### config.mk
export PLATFORM = sky130hd
export DESIGN_NAME = pipeline_stall_ctrl_flat
export DESIGN_NICKNAME = d
export VERILOG_FILES = /design/src/rtl/pipeline_stall_ctrl_if.sv /design/src/rtl/pipeline_stall_ctrl.sv /design/src/flat_wrapper.sv
export SDC_FILE = /design/constraint.sdc
export NUM_CORES = 1
export LEC_CHECK = 0
export CAP_MARGIN = 20
export CORE_UTILIZATION = 48
export CTS_CLUSTER_DIAMETER = 40
export DETAILED_ROUTE_END_ITERATION = 6
export HOLD_SLACK_MARGIN = 0.05
export PLACE_DENSITY = 0.86
export SLEW_MARGIN = 30
export SYNTH_ARGS = -nofsm -noshare
export SYNTH_HDL_FRONTEND = slang
export SYNTH_SLANG_ARGS = --single-unit
### constraint.sdc
create_clock -name clk -period 3.96 [get_ports clk]
set_input_delay 0.99 -clock clk [delete_from_list [all_inputs] [get_ports clk]]
set_output_delay 0.99 -clock clk [all_outputs]
set_load 0.01 [all_outputs]
### src/rtl/pipeline_stall_ctrl_if.sv
// Bus between the core's stage registers (master) and the pipeline stall controller (slave).
interface pipeline_stall_ctrl_if;
  logic        dec_valid;
  logic [3:0]  dec_src1;
  logic [3:0]  dec_src2;
  logic        ex_valid;
  logic [3:0]  ex_dst;
  logic        ex_flag_wr;
  logic        wb_valid;
  logic [3:0]  wb_dst;
  logic        mem_req;
  logic        mem_ack;
  logic        jump_taken;
  logic        irq_req;
  logic [7:0]  irq_num;
  logic        stall_fetch;
  logic        stall_decode;
  logic        stall_exec;
  logic        flush_decode;
  logic        irq_ack;
  logic        inj_irq;
  logic [7:0]  inj_irq_num;
  logic        mem_timeout;
  logic [31:0] stall_cycles;

  modport master (
    output dec_valid, dec_src1, dec_src2, ex_valid, ex_dst, ex_flag_wr,
           wb_valid, wb_dst, mem_req, mem_ack, jump_taken, irq_req, irq_num,
    input  stall_fetch, stall_decode, stall_exec, flush_decode,
           irq_ack, inj_irq, inj_irq_num, mem_timeout, stall_cycles
  );

  modport slave (
    input  dec_valid, dec_src1, dec_src2, ex_valid, ex_dst, ex_flag_wr,
           wb_valid, wb_dst, mem_req, mem_ack, jump_taken, irq_req, irq_num,
    output stall_fetch, stall_decode, stall_exec, flush_decode,
           irq_ack, inj_irq, inj_irq_num, mem_timeout, stall_cycles
  );
endinterface

### src/rtl/pipeline_stall_ctrl.sv
// Fetch/decode/execute stall, flush and soft-interrupt sequencer.
// Optional macro STALL_PERF_CNT_EN builds the saturating stall_cycles counter.
module pipeline_stall_ctrl #(
  parameter int MEM_TIMEOUT = 255,
  parameter int FLUSH_DEPTH = 2
) (
  input  logic                        clk,
  input  logic                        rst_n,
  pipeline_stall_ctrl_if.slave        bus,
  output logic [2:0]                  o_dbg_state
);
  // Handshakes: mem_req is held until mem_ack (or timeout abort); irq_req is a
  // level held until irq_ack; jump_taken is a single-cycle pulse.
  typedef enum logic [2:0] {
    ST_RUN   = 3'd0,
    ST_HAZ   = 3'd1,
    ST_MEMW  = 3'd2,
    ST_FLUSH = 3'd3,
    ST_IRQ   = 3'd4
  } state_t;

  localparam logic [15:0] TMO_LAST  = 16'(MEM_TIMEOUT - 1);
  localparam logic [2:0]  FL_RELOAD = 3'(FLUSH_DEPTH - 1);
  localparam logic [2:0]  FL_FULL   = 3'(FLUSH_DEPTH);
  localparam bit          FL_MULTI  = (FLUSH_DEPTH > 1);

  state_t      r_state;
  logic [15:0] r_mem_cnt;
  logic [2:0]  r_flush_cnt;
  logic        r_haz_dwell;
  logic        r_jump_pend;
  logic        r_irq_ack;
  logic        r_inj_irq;
  logic [7:0]  r_inj_num;
  logic        r_mem_timeout;

  logic w_haz1, w_haz2, w_haz, w_live, w_mem_start, w_tmo_hit, w_mem_done;
  logic w_stall_fe, w_stall_de, w_stall_ex, w_flush;

  assign w_haz1 = (bus.dec_src1 != 4'd0) &&
                  ((bus.ex_valid && (bus.dec_src1 == bus.ex_dst)) ||
                   (bus.wb_valid && (bus.dec_src1 == bus.wb_dst)) ||
                   ((bus.dec_src1 == 4'd9) && bus.ex_flag_wr));
  assign w_haz2 = (bus.dec_src2 != 4'd0) &&
                  ((bus.ex_valid && (bus.dec_src2 == bus.ex_dst)) ||
                   (bus.wb_valid && (bus.dec_src2 == bus.wb_dst)) ||
                   ((bus.dec_src2 == 4'd9) && bus.ex_flag_wr));
  assign w_haz       = bus.dec_valid && (w_haz1 || w_haz2);
  assign w_live      = (r_state == ST_RUN) || (r_state == ST_HAZ) || (r_state == ST_IRQ);
  assign w_mem_start = bus.mem_req && !bus.mem_ack;
  assign w_tmo_hit   = (r_mem_cnt == TMO_LAST);
  assign w_mem_done  = bus.mem_ack || w_tmo_hit;

  // Mealy stop/flush: a jump discards the stale decode slot instead of stalling it.
  always_comb begin
    w_stall_fe = 1'b0;
    w_stall_de = 1'b0;
    w_stall_ex = 1'b0;
    w_flush    = 1'b0;
    if (rst_n) begin
      if (w_live) begin
        if (bus.jump_taken) begin
          w_flush = 1'b1;
        end else if (w_mem_start) begin
          w_stall_fe = 1'b1;
          w_stall_de = 1'b1;
          w_stall_ex = 1'b1;
        end else if (w_haz) begin
          w_stall_fe = 1'b1;
          w_stall_de = 1'b1;
          w_flush    = 1'b1;
        end
      end else if (r_state == ST_MEMW) begin
        w_stall_fe = !w_mem_done;
        w_stall_de = !w_mem_done;
        w_stall_ex = !w_mem_done;
      end else if (r_state == ST_FLUSH) begin
        w_flush = 1'b1;
      end
    end
  end

  always_ff @(posedge clk) begin
    if (!rst_n) begin
      r_state       <= ST_RUN;
      r_mem_cnt     <= 16'd0;
      r_flush_cnt   <= 3'd0;
      r_haz_dwell   <= 1'b0;
      r_jump_pend   <= 1'b0;
      r_irq_ack     <= 1'b0;
      r_inj_irq     <= 1'b0;
      r_inj_num     <= 8'd0;
      r_mem_timeout <= 1'b0;
    end else begin
      r_irq_ack <= 1'b0;
      r_inj_irq <= 1'b0;
      r_inj_num <= 8'd0;
      case (r_state)
        ST_RUN, ST_HAZ, ST_IRQ: begin
          r_haz_dwell <= 1'b0;
          if (bus.jump_taken) begin
            r_flush_cnt <= FL_RELOAD;
            r_state     <= FL_MULTI ? ST_FLUSH : ST_RUN;
          end else if (w_mem_start) begin
            r_mem_cnt <= 16'd0;
            r_state   <= ST_MEMW;
          end else if (w_haz) begin
            if ((r_state == ST_HAZ) && r_haz_dwell) begin
              r_state <= ST_RUN;
            end else begin
              r_state     <= ST_HAZ;
              r_haz_dwell <= (r_state == ST_HAZ);
            end
          end else if (bus.irq_req && (r_state == ST_RUN)) begin
            r_irq_ack <= 1'b1;
            r_inj_irq <= 1'b1;
            r_inj_num <= bus.irq_num;
            r_state   <= ST_IRQ;
          end else begin
            r_state <= ST_RUN;
          end
        end
        ST_MEMW: begin
          if (w_mem_done) begin
            if (w_tmo_hit && !bus.mem_ack) r_mem_timeout <= 1'b1;
            r_jump_pend <= 1'b0;
            // A jump resolved while waiting gets a full flush once memory is released.
            if (r_jump_pend || bus.jump_taken) begin
              r_flush_cnt <= FL_FULL;
              r_state     <= ST_FLUSH;
            end else begin
              r_state <= ST_RUN;
            end
          end else begin
            r_mem_cnt <= r_mem_cnt + 16'd1;
            if (bus.jump_taken) r_jump_pend <= 1'b1;
          end
        end
        ST_FLUSH: begin
          if (bus.jump_taken) begin
            r_flush_cnt <= FL_RELOAD;
            if (!FL_MULTI) r_state <= ST_RUN;
          end else if (r_flush_cnt <= 3'd1) begin
            r_state <= ST_RUN;
          end else begin
            r_flush_cnt <= r_flush_cnt - 3'd1;
          end
        end
        default: r_state <= ST_RUN;
      endcase
    end
  end

  assign bus.stall_fetch  = w_stall_fe;
  assign bus.stall_decode = w_stall_de;
  assign bus.stall_exec   = w_stall_ex;
  assign bus.flush_decode = w_flush;
  assign bus.irq_ack      = r_irq_ack;
  assign bus.inj_irq      = r_inj_irq;
  assign bus.inj_irq_num  = r_inj_num;
  assign bus.mem_timeout  = r_mem_timeout;
  assign o_dbg_state      = r_state;

`ifdef STALL_PERF_CNT_EN
  logic [31:0] r_stall_cycles;

  always_ff @(posedge clk) begin
    if (!rst_n) begin
      r_stall_cycles <= 32'd0;
    end else if (w_stall_de && (r_stall_cycles != 32'hFFFF_FFFF)) begin
      r_stall_cycles <= r_stall_cycles + 32'd1;
    end
  end

  assign bus.stall_cycles = r_stall_cycles;
`else
  assign bus.stall_cycles = 32'd0;
`endif

endmodule

### src/flat_wrapper.sv
// flat-port wrapper written by rule: the top's interface ports become plain ports
module pipeline_stall_ctrl_flat 
#(
  parameter int MEM_TIMEOUT = 255,
  parameter int FLUSH_DEPTH = 2
)
  (clk, rst_n, o_dbg_state, bus_dec_valid, bus_dec_src1, bus_dec_src2, bus_ex_valid, bus_ex_dst, bus_ex_flag_wr, bus_wb_valid, bus_wb_dst, bus_mem_req, bus_mem_ack, bus_jump_taken, bus_irq_req, bus_irq_num, bus_stall_fetch, bus_stall_decode, bus_stall_exec, bus_flush_decode, bus_irq_ack, bus_inj_irq, bus_inj_irq_num, bus_mem_timeout, bus_stall_cycles);
  pipeline_stall_ctrl_if bus_i ();
  input  logic clk;
  input  logic rst_n;
  output logic [2:0] o_dbg_state;
  input wire logic [$bits(bus_i.dec_valid)-1:0] bus_dec_valid;
  input wire logic [$bits(bus_i.dec_src1)-1:0] bus_dec_src1;
  input wire logic [$bits(bus_i.dec_src2)-1:0] bus_dec_src2;
  input wire logic [$bits(bus_i.ex_valid)-1:0] bus_ex_valid;
  input wire logic [$bits(bus_i.ex_dst)-1:0] bus_ex_dst;
  input wire logic [$bits(bus_i.ex_flag_wr)-1:0] bus_ex_flag_wr;
  input wire logic [$bits(bus_i.wb_valid)-1:0] bus_wb_valid;
  input wire logic [$bits(bus_i.wb_dst)-1:0] bus_wb_dst;
  input wire logic [$bits(bus_i.mem_req)-1:0] bus_mem_req;
  input wire logic [$bits(bus_i.mem_ack)-1:0] bus_mem_ack;
  input wire logic [$bits(bus_i.jump_taken)-1:0] bus_jump_taken;
  input wire logic [$bits(bus_i.irq_req)-1:0] bus_irq_req;
  input wire logic [$bits(bus_i.irq_num)-1:0] bus_irq_num;
  output wire logic [$bits(bus_i.stall_fetch)-1:0] bus_stall_fetch;
  output wire logic [$bits(bus_i.stall_decode)-1:0] bus_stall_decode;
  output wire logic [$bits(bus_i.stall_exec)-1:0] bus_stall_exec;
  output wire logic [$bits(bus_i.flush_decode)-1:0] bus_flush_decode;
  output wire logic [$bits(bus_i.irq_ack)-1:0] bus_irq_ack;
  output wire logic [$bits(bus_i.inj_irq)-1:0] bus_inj_irq;
  output wire logic [$bits(bus_i.inj_irq_num)-1:0] bus_inj_irq_num;
  output wire logic [$bits(bus_i.mem_timeout)-1:0] bus_mem_timeout;
  output wire logic [$bits(bus_i.stall_cycles)-1:0] bus_stall_cycles;
  assign bus_i.dec_valid = bus_dec_valid;
  assign bus_i.dec_src1 = bus_dec_src1;
  assign bus_i.dec_src2 = bus_dec_src2;
  assign bus_i.ex_valid = bus_ex_valid;
  assign bus_i.ex_dst = bus_ex_dst;
  assign bus_i.ex_flag_wr = bus_ex_flag_wr;
  assign bus_i.wb_valid = bus_wb_valid;
  assign bus_i.wb_dst = bus_wb_dst;
  assign bus_i.mem_req = bus_mem_req;
  assign bus_i.mem_ack = bus_mem_ack;
  assign bus_i.jump_taken = bus_jump_taken;
  assign bus_i.irq_req = bus_irq_req;
  assign bus_i.irq_num = bus_irq_num;
  assign bus_stall_fetch = bus_i.stall_fetch;
  assign bus_stall_decode = bus_i.stall_decode;
  assign bus_stall_exec = bus_i.stall_exec;
  assign bus_flush_decode = bus_i.flush_decode;
  assign bus_irq_ack = bus_i.irq_ack;
  assign bus_inj_irq = bus_i.inj_irq;
  assign bus_inj_irq_num = bus_i.inj_irq_num;
  assign bus_mem_timeout = bus_i.mem_timeout;
  assign bus_stall_cycles = bus_i.stall_cycles;
  pipeline_stall_ctrl #(.MEM_TIMEOUT(MEM_TIMEOUT), .FLUSH_DEPTH(FLUSH_DEPTH)) u_core (.clk(clk), .rst_n(rst_n), .bus(bus_i), .o_dbg_state(o_dbg_state));
endmodule
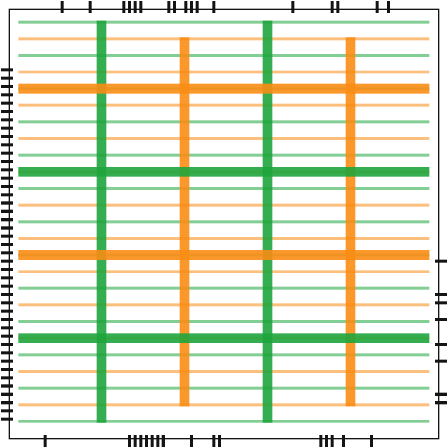
Run 1: PDN straps and rails
Pins as bars on the die edge.
colour	net
green	VSS
orange	VDD
met1 rails	25
rows	24
total core area: 4380 sq um
maximum VDD drop: 0.226 mV

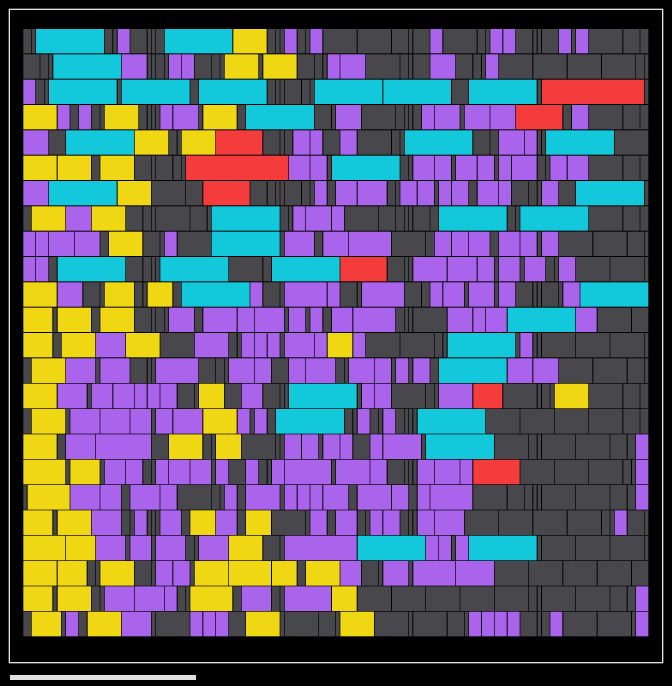
Run 1: placement by cell class
Bar = 20 um. Fill, decap, tap and diode cells in grey.
colour	class	cells
yellow	remaining buffers and delay cells	59
cyan	sequential cells	34
purple	combinational and other logic	223
red	clock drivers and dummy loads	8
flop share of the area: 0.242
placement row count: 24

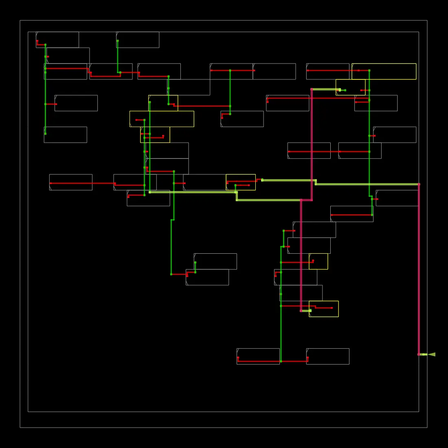
Run 1: the clock network
TritonCTS Buffers: 5
total number of clock tree sinks: 34
Latency at later pin: 0.29 ns
power dissipated in the clock network: 0.386 mW
number of clock buffer instances in the layout: 5

==> results_tabular.tex, run 1 <==
% Auto-generated results table
\begin{tabular}{lr}
\hline
Metric & Value \\
\hline
\multicolumn{2}{l}{\textbf{Layout}} \\
Most flops, register & u\_core.r\_mem\_cnt \\
Multi-input gate share of total cell area & 0.470 \\
Clock-cell share of area & 0.0490 \\
Most frequent standard cell in the layout excluding fill and tap cells & sky130\_fd\_sc\_hd\_\_clkdlybuf4s50\_1 \\
Final non-filler cell total & 376 \\
Antenna diodes & 0 \\
NonClk Buf Share & 0.203 \\
Multi-input logic area & 1320 sq um \\
Final layout net count & 361 \\
Post-layout utilization of the core & 0.641 \\
Signal inverters & 9 \\
Largest cell class by area & combinational gates \\
Layout overhead on the synthesized area & 26.7\% \\
Count of multi-input gates & 214 \\
Number of non-clock buffers & 59 \\
Cell area after layout & 2810 sq um \\
Count of filler cells inserted in the layout & 388 \\
Number of flip-flops and latches & 34 \\
Fraction of final layout cells sized beyond drive strength 1 & 0.0926 \\
\multicolumn{2}{l}{\textbf{Power}} \\
Highest-power group & clock \\
Share of total power in combinational logic & 0.190 \\
Proportion of power drawn by the clock network & 0.416 \\
Power of the sequential group & 0.364 mW \\
Net switching power & 0.237 mW \\
Sequential power share & 0.393 \\
Fraction of power spent switching nets & 0.256 \\
Power per standard cell area & 329 nW/um\^{}2 \\
Static leakage & 1.17 nW \\
Power dissipated in combinational cells & 0.176 mW \\
\multicolumn{2}{l}{\textbf{Global route}} \\
GRT Max-Usage Layer & met2 \\
Vias in the first global route & 1935 \\
Global Route met3 Usage & 0.0505 \\
Met1 usage & 0.237 \\
Wire length of the first global-routing pass & 8.23 mm \\
Global-route congestion overflow total & 0 \\
Largest net degree at the start of global routing & 16 \\
GRT Resource Usage Total & 0.207 \\
\multicolumn{2}{l}{\textbf{Final timing}} \\
Worst setup margin & 0.117 ns \\
Tightest slew margin relative to the limit & 0.563 \\
Ratio of final minimum period to clock period & 0.970 \\
Unrepaired setup endpoints after global routing & false \\
Worst slack on hold paths & 0.493 ns \\
Fin. max-slew vios & 0 \\
Maximum clock rate & 260 MHz \\
Setup Skew & 0.00315 ns \\
Final TNS setup & 0 ns \\
Tmin final & 3.84 ns \\
\multicolumn{2}{l}{\textbf{Floorplan}} \\
Die boundary height & 70.0 um \\
Number of top-level pins & 84 \\
Total die size & 4900 sq um \\
Width of the chip & 70.0 um \\
N\_taps & 52 \\
\multicolumn{2}{l}{\textbf{Setup path}} \\
FF-to-FF Start & u\_core.o\_dbg\_state[1]\$\_SDFFE\_PN0P\_ \\
CP startpoint & bus\_mem\_req \\
Slowest cell on crit path & sky130\_fd\_sc\_hd\_\_clkdlybuf4s50\_1 \\
CP startpoint kind & input port \\
Crit path buffers/inverters & 2 \\
Destination of the worst register-to-register timing path & u\_core.r\_mem\_cnt[15]\$\_SDFFE\_PN0P\_ \\
Path depth of the worst reg2reg path & 6 \\
Crit Path Max Fanout & 3 \\
Critical path data required time & 2.97 ns \\
Worst setup EP type & output pin \\
CP top delay family & buffers and inverters \\
Worst R2R Setup Slack & 1.63 ns \\
Endpoint arrival time on the critical path & 2.85 ns \\
Type of the setup path with the least slack & input port to output pin \\
Largest stage delay on the critical path & 0.50 ns \\
\multicolumn{2}{l}{\textbf{Run status}} \\
Status & finished clean \\
\multicolumn{2}{l}{\textbf{CTS}} \\
H-tree levels & 2 \\
Number of setup buffers added after CTS & 0 \\
Post-cts hold-fix buffer tally & 0 \\
Number of gates resized after cts & 12 \\
CTS tree & done \\
\multicolumn{2}{l}{\textbf{Detailed routing}} \\
Total length of routed wires & 4.80 mm \\
First-iteration detailed-routing DRC count & 126 \\
Post-route DRC & 0 \\
Routed vias & 1985 \\
Wire length per cell & 12.8 um \\
Via density per instance & 5.28 \\
Pre-Repair DR Iteration Count & 4 \\
Met1 routed wirelength after detailed routing & 2.09 mm \\
Met3 routed WL & 271 um \\
\multicolumn{2}{l}{\textbf{Synth}} \\
Synthesis Warnings & 0 \\
Top area contributor share & 0.307 \\
Multiplexer share of the synthesized area & 0 \\
Post-Synth Adder-Cell Area & 0.0226 \\
Most used DFF post-synth & sky130\_fd\_sc\_hd\_\_dfxtp\_1 \\
Comb area leader & simple AND/OR/NAND/NOR gates \\
Post-synthesis instance total & 269 \\
Aoi share & 0.190 \\
Top cell type by total area after synthesis & sky130\_fd\_sc\_hd\_\_dfxtp\_1 \\
\# Cells Yosys & 269 \\
Xor/xnor cell area share of the yosys netlist & 0.0513 \\
Count of distinct cell types in the synthesized netlist & 48 \\
Leading post-synthesis cells by cell area & sky130\_fd\_sc\_hd\_\_dfxtp\_1 (31\%), sky130\_fd\_sc\_hd\_\_buf\_4 (12\%), sky130\_fd\_sc\_hd\_\_xnor2\_1 (3.9\%) \\
Async set-reset flop share out of synthesis & 0 \\
Leading cell types by count after synthesis & sky130\_fd\_sc\_hd\_\_buf\_4 (34), sky130\_fd\_sc\_hd\_\_dfxtp\_1 (34), sky130\_fd\_sc\_hd\_\_nand2\_1 (22), sky130\_fd\_sc\_hd\_\_nor2\_1 (19), sky130\_fd\_sc\_hd\_\_o21ai\_0 (14) \\
Seq/Total Area, Yosys & 0.307 \\
Synthesized area per cell & 8.25 sq um \\
Simple-gate portion of the synthesized area & 0.272 \\
Summed standard-cell area reported by yosys & 2220 sq um \\
\multicolumn{2}{l}{\textbf{Place}} \\
Placed standard-cell area & 2660 sq um \\
DP HPWL & 3.73 mm \\
Quantity of I/O buffers inserted on ports & 51 \\
Last weighted congestion value of the routability-driven placer & 0.847 \\
Pre-CTS setup slack & -0.227 ns \\
\multicolumn{2}{l}{\textbf{Hold path}} \\
Beginning of the worst hold path & u\_core.r\_mem\_cnt[0]\$\_SDFFE\_PN0P\_ \\
Worst Hold Class & flop to flop \\
Cells on Worst Hold Path & 2 \\
Endpoint of the worst hold-timing path & u\_core.r\_mem\_cnt[0]\$\_SDFFE\_PN0P\_ \\
\multicolumn{2}{l}{\textbf{Run}} \\
Max Cap Viol & 0 \\
\hline
\end{tabular}
--- run 2 (diff from run 1) ---
- CTS_CLUSTER_DIAMETER: 40 -> default
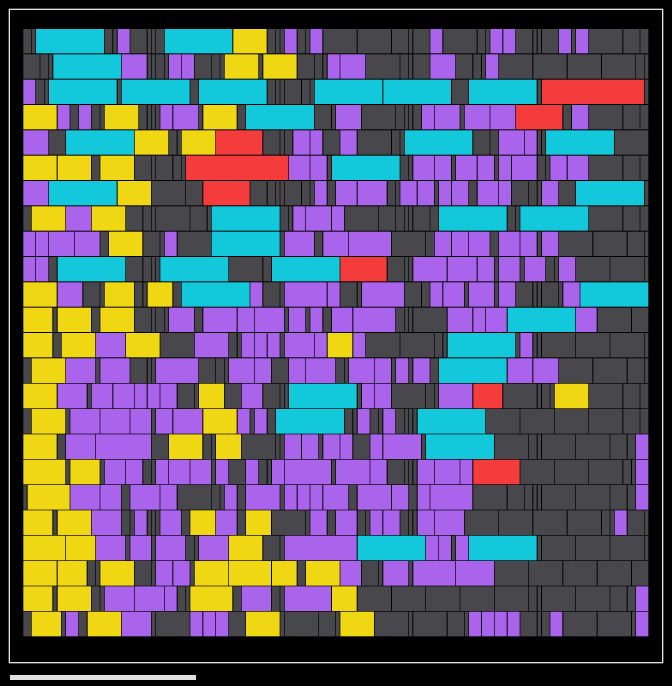
Run 2: placement by cell class
Bar = 20 um. Fill, decap, tap and diode cells in grey.
post-layout utilization of the core: 0.641
cell area after layout: 2810 sq um

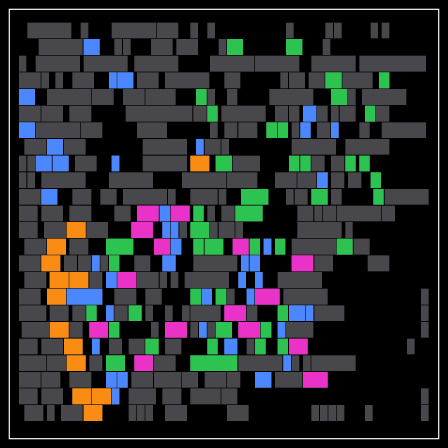
Run 2: gate-type map
colour	family	cells
green	aoi and oai cells	43
magenta	non-inverting ao/oa cells	15
orange	xor and xnor cells	13
blue	nor cells	42
multi-input gate share of total cell area: 0.470
final non-filler cell total: 376
most frequent standard cell in the layout excluding fill and tap cells: sky130_fd_sc_hd__clkdlybuf4s50_1

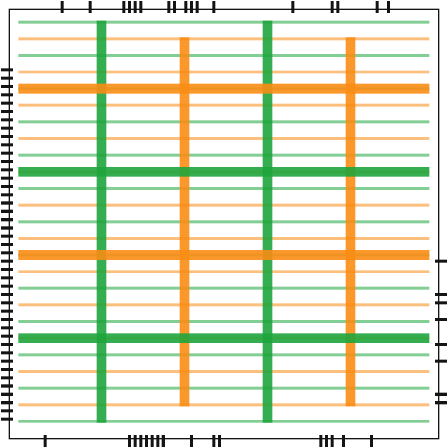
Run 2: PDN straps and rails
Pins as bars on the die edge.
width of the chip: 70.0 um
die boundary height: 70.0 um

==> results_tabular.tex, run 2 <==
% Auto-generated results table
\begin{tabular}{lr}
\hline
Metric & Value \\
\hline
\multicolumn{2}{l}{\textbf{Power}} \\
Highest-power group & clock \\
Share of total power in combinational logic & 0.190 (about the same) \\
Power of the sequential group & 0.364 mW (about the same) \\
Fraction of power spent switching nets & 0.256 (unchanged) \\
\multicolumn{2}{l}{\textbf{Setup path}} \\
Critical path data required time & 2.97 ns (about the same) \\
CP startpoint & bus\_mem\_req \\
Crit Path Max Fanout & 3 (unchanged) \\
CP top delay family & buffers and inverters \\
Slowest cell on crit path & sky130\_fd\_sc\_hd\_\_clkdlybuf4s50\_1 \\
Destination of the worst register-to-register timing path & u\_core.r\_mem\_cnt[15]\$\_SDFFE\_PN0P\_ \\
Path depth of the worst reg2reg path & 6 (unchanged) \\
Worst R2R Setup Slack & 1.63 ns (about the same) \\
FF-to-FF Start & u\_core.o\_dbg\_state[1]\$\_SDFFE\_PN0P\_ \\
\multicolumn{2}{l}{\textbf{Synth}} \\
Count of distinct cell types in the synthesized netlist & 48 (unchanged) \\
Seq/Total Area, Yosys & 0.307 (unchanged) \\
Comb area leader & simple AND/OR/NAND/NOR gates \\
Post-Synth Adder-Cell Area & 0.0226 (unchanged) \\
Top cell type by total area after synthesis & sky130\_fd\_sc\_hd\_\_dfxtp\_1 \\
Post-synthesis instance total & 269 (unchanged) \\
Leading cell types by count after synthesis & sky130\_fd\_sc\_hd\_\_buf\_4 (34), sky130\_fd\_sc\_hd\_\_dfxtp\_1 (34), sky130\_fd\_sc\_hd\_\_nand2\_1 (22), sky130\_fd\_sc\_hd\_\_nor2\_1 (19), sky130\_fd\_sc\_hd\_\_o21ai\_0 (14) \\
Aoi share & 0.190 (unchanged) \\
Simple-gate portion of the synthesized area & 0.272 (unchanged) \\
Async set-reset flop share out of synthesis & 0 (unchanged) \\
Most used DFF post-synth & sky130\_fd\_sc\_hd\_\_dfxtp\_1 \\
Synthesized area per cell & 8.25 sq um (unchanged) \\
Xor/xnor cell area share of the yosys netlist & 0.0513 (unchanged) \\
\multicolumn{2}{l}{\textbf{Global route}} \\
Global-route congestion overflow total & 0 (unchanged) \\
Wire length of the first global-routing pass & 8.23 mm (unchanged) \\
Largest net degree at the start of global routing & 16 (unchanged) \\
Global Route met3 Usage & 0.0505 (unchanged) \\
\multicolumn{2}{l}{\textbf{Layout}} \\
Layout overhead on the synthesized area & 26.7\% (unchanged) \\
Number of flip-flops and latches & 34 (unchanged) \\
Most flops, register & u\_core.r\_mem\_cnt \\
Count of filler cells inserted in the layout & 388 (unchanged) \\
Multi-input logic area & 1320 sq um (unchanged) \\
Count of multi-input gates & 214 (unchanged) \\
Number of clock buffer instances in the layout & 5 (unchanged) \\
Clock-cell share of area & 0.0490 (unchanged) \\
Final layout net count & 361 (unchanged) \\
Number of non-clock buffers & 59 (unchanged) \\
Signal inverters & 9 (unchanged) \\
Flop share of the area & 0.242 (unchanged) \\
Fraction of final layout cells sized beyond drive strength 1 & 0.0926 (unchanged) \\
\multicolumn{2}{l}{\textbf{Detailed routing}} \\
Post-route DRC & 0 (unchanged) \\
Via density per instance & 5.28 (unchanged) \\
Total length of routed wires & 4.80 mm (unchanged) \\
Pre-Repair DR Iteration Count & 4 (unchanged) \\
First-iteration detailed-routing DRC count & 126 (unchanged) \\
Met3 routed WL & 271 um (unchanged) \\
\multicolumn{2}{l}{\textbf{Floorplan}} \\
Placement row count & 24 (unchanged) \\
Total die size & 4900 sq um (unchanged) \\
Total core area & 4380 sq um (unchanged) \\
Number of top-level pins & 84 (unchanged) \\
\multicolumn{2}{l}{\textbf{CTS}} \\
Latency at later pin & 0.29 ns (about the same) \\
Number of setup buffers added after CTS & 0 (unchanged) \\
Number of gates resized after cts & 12 (unchanged) \\
CTS tree & done \\
TritonCTS Buffers & 5 (unchanged) \\
\multicolumn{2}{l}{\textbf{Hold path}} \\
Endpoint of the worst hold-timing path & u\_core.r\_mem\_cnt[0]\$\_SDFFE\_PN0P\_ \\
\multicolumn{2}{l}{\textbf{Final timing}} \\
Worst slack on hold paths & 0.493 ns (unchanged) \\
Maximum clock rate & 260 MHz (unchanged) \\
Unrepaired setup endpoints after global routing & false \\
Setup Skew & 0.00315 ns (unchanged) \\
Tmin final & 3.84 ns (unchanged) \\
\multicolumn{2}{l}{\textbf{Place}} \\
Quantity of I/O buffers inserted on ports & 51 (unchanged) \\
Last weighted congestion value of the routability-driven placer & 0.847 (unchanged) \\
\multicolumn{2}{l}{\textbf{Run}} \\
Max Cap Viol & 0 (unchanged) \\
\multicolumn{2}{l}{\textbf{Run status}} \\
Status & finished clean \\
\hline
\end{tabular}
--- run 3 (diff from run 2) ---
- CTS_CLUSTER_DIAMETER: default -> 150
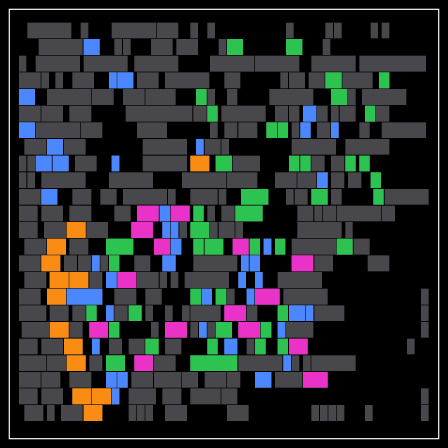
Run 3: gate-type map
colour	family	cells
orange	xor and xnor cells	13
green	aoi and oai cells	43
blue	nor cells	42
magenta	non-inverting ao/oa cells	15

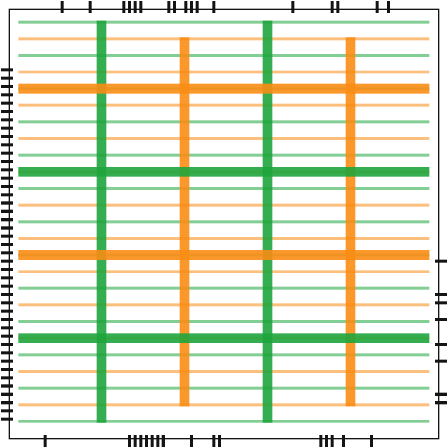
Run 3: PDN straps and rails
Pins as bars on the die edge.
colour	net
green	VSS
orange	VDD
signal pins	84
met1 rails	25
met5 straps	4

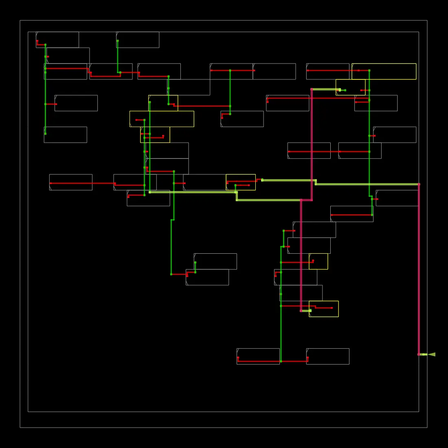
Run 3: the clock network
Setup Skew: 0.00315 ns
number of flip-flops and latches: 34

==> results_tabular.tex, run 3 <==
% Auto-generated results table
\begin{tabular}{lr}
\hline
Metric & Value \\
\hline
\multicolumn{2}{l}{\textbf{Global route}} \\
Global-route congestion overflow total & 0 (unchanged) \\
GRT Max-Usage Layer & met2 \\
Largest net degree at the start of global routing & 16 (unchanged) \\
Wire length of the first global-routing pass & 8.23 mm (unchanged) \\
Global Route met3 Usage & 0.0505 (unchanged) \\
Vias in the first global route & 1935 \\
\multicolumn{2}{l}{\textbf{Hold path}} \\
Cells on Worst Hold Path & 2 \\
Beginning of the worst hold path & u\_core.r\_mem\_cnt[0]\$\_SDFFE\_PN0P\_ \\
Endpoint of the worst hold-timing path & u\_core.r\_mem\_cnt[0]\$\_SDFFE\_PN0P\_ \\
Worst Hold Class & flop to flop \\
\multicolumn{2}{l}{\textbf{Layout}} \\
Count of multi-input gates & 214 (unchanged) \\
Count of filler cells inserted in the layout & 388 (unchanged) \\
Antenna diodes & 0 \\
Max reg flops & 16 \\
Signal inverters & 9 (unchanged) \\
Multi-input logic area & 1320 sq um (unchanged) \\
Number of non-clock buffers & 59 (unchanged) \\
Final non-filler cell total & 376 (unchanged) \\
Layout overhead on the synthesized area & 26.7\% (unchanged) \\
Largest cell class by area & combinational gates \\
Post-layout utilization of the core & 0.641 (unchanged) \\
Most flops, register & u\_core.r\_mem\_cnt \\
Multi-input gate share of total cell area & 0.470 (unchanged) \\
Final layout net count & 361 (unchanged) \\
Storage cell area & 681 sq um \\
Flop share of the area & 0.242 (unchanged) \\
Most frequent standard cell in the layout excluding fill and tap cells & sky130\_fd\_sc\_hd\_\_clkdlybuf4s50\_1 \\
Top library cells by usage in the layout, fill and taps aside & sky130\_fd\_sc\_hd\_\_clkdlybuf4s50\_1 (37), sky130\_fd\_sc\_hd\_\_dfxtp\_1 (34), sky130\_fd\_sc\_hd\_\_conb\_1 (32) \\
Clock-cell share of area & 0.0490 (unchanged) \\
Fraction of final layout cells sized beyond drive strength 1 & 0.0926 (unchanged) \\
Number of clock buffer instances in the layout & 5 (unchanged) \\
NonClk Buf Share & 0.203 \\
Cell area after layout & 2810 sq um (unchanged) \\
\multicolumn{2}{l}{\textbf{Synth}} \\
Async set-reset flop share out of synthesis & 0 (unchanged) \\
Post-Synth Adder-Cell Area & 0.0226 (unchanged) \\
Synthesized area per cell & 8.25 sq um (unchanged) \\
Top area contributor share & 0.307 \\
Comb area leader & simple AND/OR/NAND/NOR gates \\
Top cell type by total area after synthesis & sky130\_fd\_sc\_hd\_\_dfxtp\_1 \\
Area of the mapped netlist & 2220 sq um \\
Seq/Total Area, Yosys & 0.307 (unchanged) \\
Flops out of synthesis & 34 \\
Count of distinct cell types in the synthesized netlist & 48 (unchanged) \\
Multiplexer share of the synthesized area & 0 \\
\# Cells Yosys & 269 \\
Leading cell types by count after synthesis & sky130\_fd\_sc\_hd\_\_buf\_4 (34), sky130\_fd\_sc\_hd\_\_dfxtp\_1 (34), sky130\_fd\_sc\_hd\_\_nand2\_1 (22), sky130\_fd\_sc\_hd\_\_nor2\_1 (19), sky130\_fd\_sc\_hd\_\_o21ai\_0 (14) \\
Summed standard-cell area reported by yosys & 2220 sq um \\
Simple-gate portion of the synthesized area & 0.272 (unchanged) \\
Post-synthesis instance total & 269 (unchanged) \\
Aoi share & 0.190 (unchanged) \\
Most used DFF post-synth & sky130\_fd\_sc\_hd\_\_dfxtp\_1 \\
Xor/xnor cell area share of the yosys netlist & 0.0513 (unchanged) \\
Count of flip-flops with a built-in enable after synthesis & 0 \\
Leading post-synthesis cells by cell area & sky130\_fd\_sc\_hd\_\_dfxtp\_1 (31\%), sky130\_fd\_sc\_hd\_\_buf\_4 (12\%), sky130\_fd\_sc\_hd\_\_xnor2\_1 (3.9\%) \\
\multicolumn{2}{l}{\textbf{Power}} \\
Highest-power group & clock \\
Fraction of power spent switching nets & 0.256 (unchanged) \\
Share of total power in combinational logic & 0.190 (about the same) \\
Power dissipated in the clock network & 0.386 mW \\
Power consumption & 0.926 mW \\
Sequential power share & 0.393 \\
Design internal power & 0.689 mW \\
Maximum VDD drop & 0.226 mV \\
Proportion of power drawn by the clock network & 0.416 \\
Power per standard cell area & 329 nW/um\^{}2 \\
Power of the sequential group & 0.364 mW (about the same) \\
Net switching power & 0.237 mW \\
Static leakage & 1.17 nW \\
Power dissipated in combinational cells & 0.176 mW \\
\multicolumn{2}{l}{\textbf{Detailed routing}} \\
Routed vias & 1985 \\
First-iteration detailed-routing DRC count & 126 (unchanged) \\
Antenna-violating nets left & 0 \\
Met3 routed WL & 271 um (unchanged) \\
Post-route DRC & 0 (unchanged) \\
Via density per instance & 5.28 (unchanged) \\
Amount of wire on met2 after detailed routing & 2.37 mm \\
Met1 routed wirelength after detailed routing & 2.09 mm \\
Wire length per cell & 12.8 um \\
Total length of routed wires & 4.80 mm (unchanged) \\
Pre-Repair DR Iteration Count & 4 (unchanged) \\
Max layer used & met4 \\
\multicolumn{2}{l}{\textbf{Floorplan}} \\
Number of top-level pins & 84 (unchanged) \\
Total die size & 4900 sq um (unchanged) \\
N\_taps & 52 \\
Initial Util & 0.506 \\
Die boundary height & 70.0 um (unchanged) \\
Width of the chip & 70.0 um (unchanged) \\
Total core area & 4380 sq um (unchanged) \\
Placement row count & 24 (unchanged) \\
\multicolumn{2}{l}{\textbf{Setup path}} \\
Crit Path Max Fanout & 3 (unchanged) \\
CP startpoint & bus\_mem\_req \\
Type of the setup path with the least slack & input port to output pin \\
Worst R2R Setup Slack & 1.63 ns (about the same) \\
Largest stage delay on the critical path & 0.50 ns \\
Critical path data required time & 2.97 ns (about the same) \\
Worst path cell trace & clkdlybuf4s50\_1 -> or4b\_4 -> a31oi\_4 -> o21ai\_2 -> nor2\_1 -> a41o\_1 -> dlygate4sd2\_1 \\
Endpoint arrival time on the critical path & 2.85 ns \\
Destination of the worst register-to-register timing path & u\_core.r\_mem\_cnt[15]\$\_SDFFE\_PN0P\_ \\
Slowest cell on crit path & sky130\_fd\_sc\_hd\_\_clkdlybuf4s50\_1 \\
Crit path to & bus\_stall\_fetch \\
CP top delay family & buffers and inverters \\
Crit path depth & 7 \\
CP startpoint kind & input port \\
Path depth of the worst reg2reg path & 6 (unchanged) \\
Crit path buffers/inverters & 2 \\
FF-to-FF Start & u\_core.o\_dbg\_state[1]\$\_SDFFE\_PN0P\_ \\
\multicolumn{2}{l}{\textbf{CTS}} \\
Clock-pin slew reported for the worst setup and hold paths after clock tree synthesis & 0.07 ns \\
Number of setup buffers added after CTS & 0 (unchanged) \\
TritonCTS Buffers & 5 (unchanged) \\
Total number of clock tree sinks & 34 \\
CTS tree & done \\
Number of gates resized after cts & 12 (unchanged) \\
Latency at later pin & 0.29 ns (about the same) \\
\multicolumn{2}{l}{\textbf{Final timing}} \\
Final hold viol count & 0 \\
Unrepaired setup endpoints after global routing & false \\
Tightest slew margin relative to the limit & 0.563 \\
Worst setup margin & 0.117 ns \\
Fin. max-slew vios & 0 \\
Maximum clock rate & 260 MHz (unchanged) \\
Ratio of final minimum period to clock period & 0.970 \\
Worst slack on hold paths & 0.493 ns (unchanged) \\
Tmin final & 3.84 ns (unchanged) \\
Transition time of the tightest slew-check pin & 0.650 ns \\
\multicolumn{2}{l}{\textbf{Run}} \\
Count of tool warnings & 28 \\
Max Cap Viol & 0 (unchanged) \\
\multicolumn{2}{l}{\textbf{Place}} \\
Quantity of I/O buffers inserted on ports & 51 (unchanged) \\
DP HPWL & 3.73 mm \\
Placed standard-cell area & 2660 sq um \\
Last weighted congestion value of the routability-driven placer & 0.847 (unchanged) \\
\# placed instances & 368 \\
Pre-CTS setup slack & -0.227 ns \\
\multicolumn{2}{l}{\textbf{Run status}} \\
Status & finished clean \\
\hline
\end{tabular}
No activity file was given, so power comes from the tool's default toggle rates.
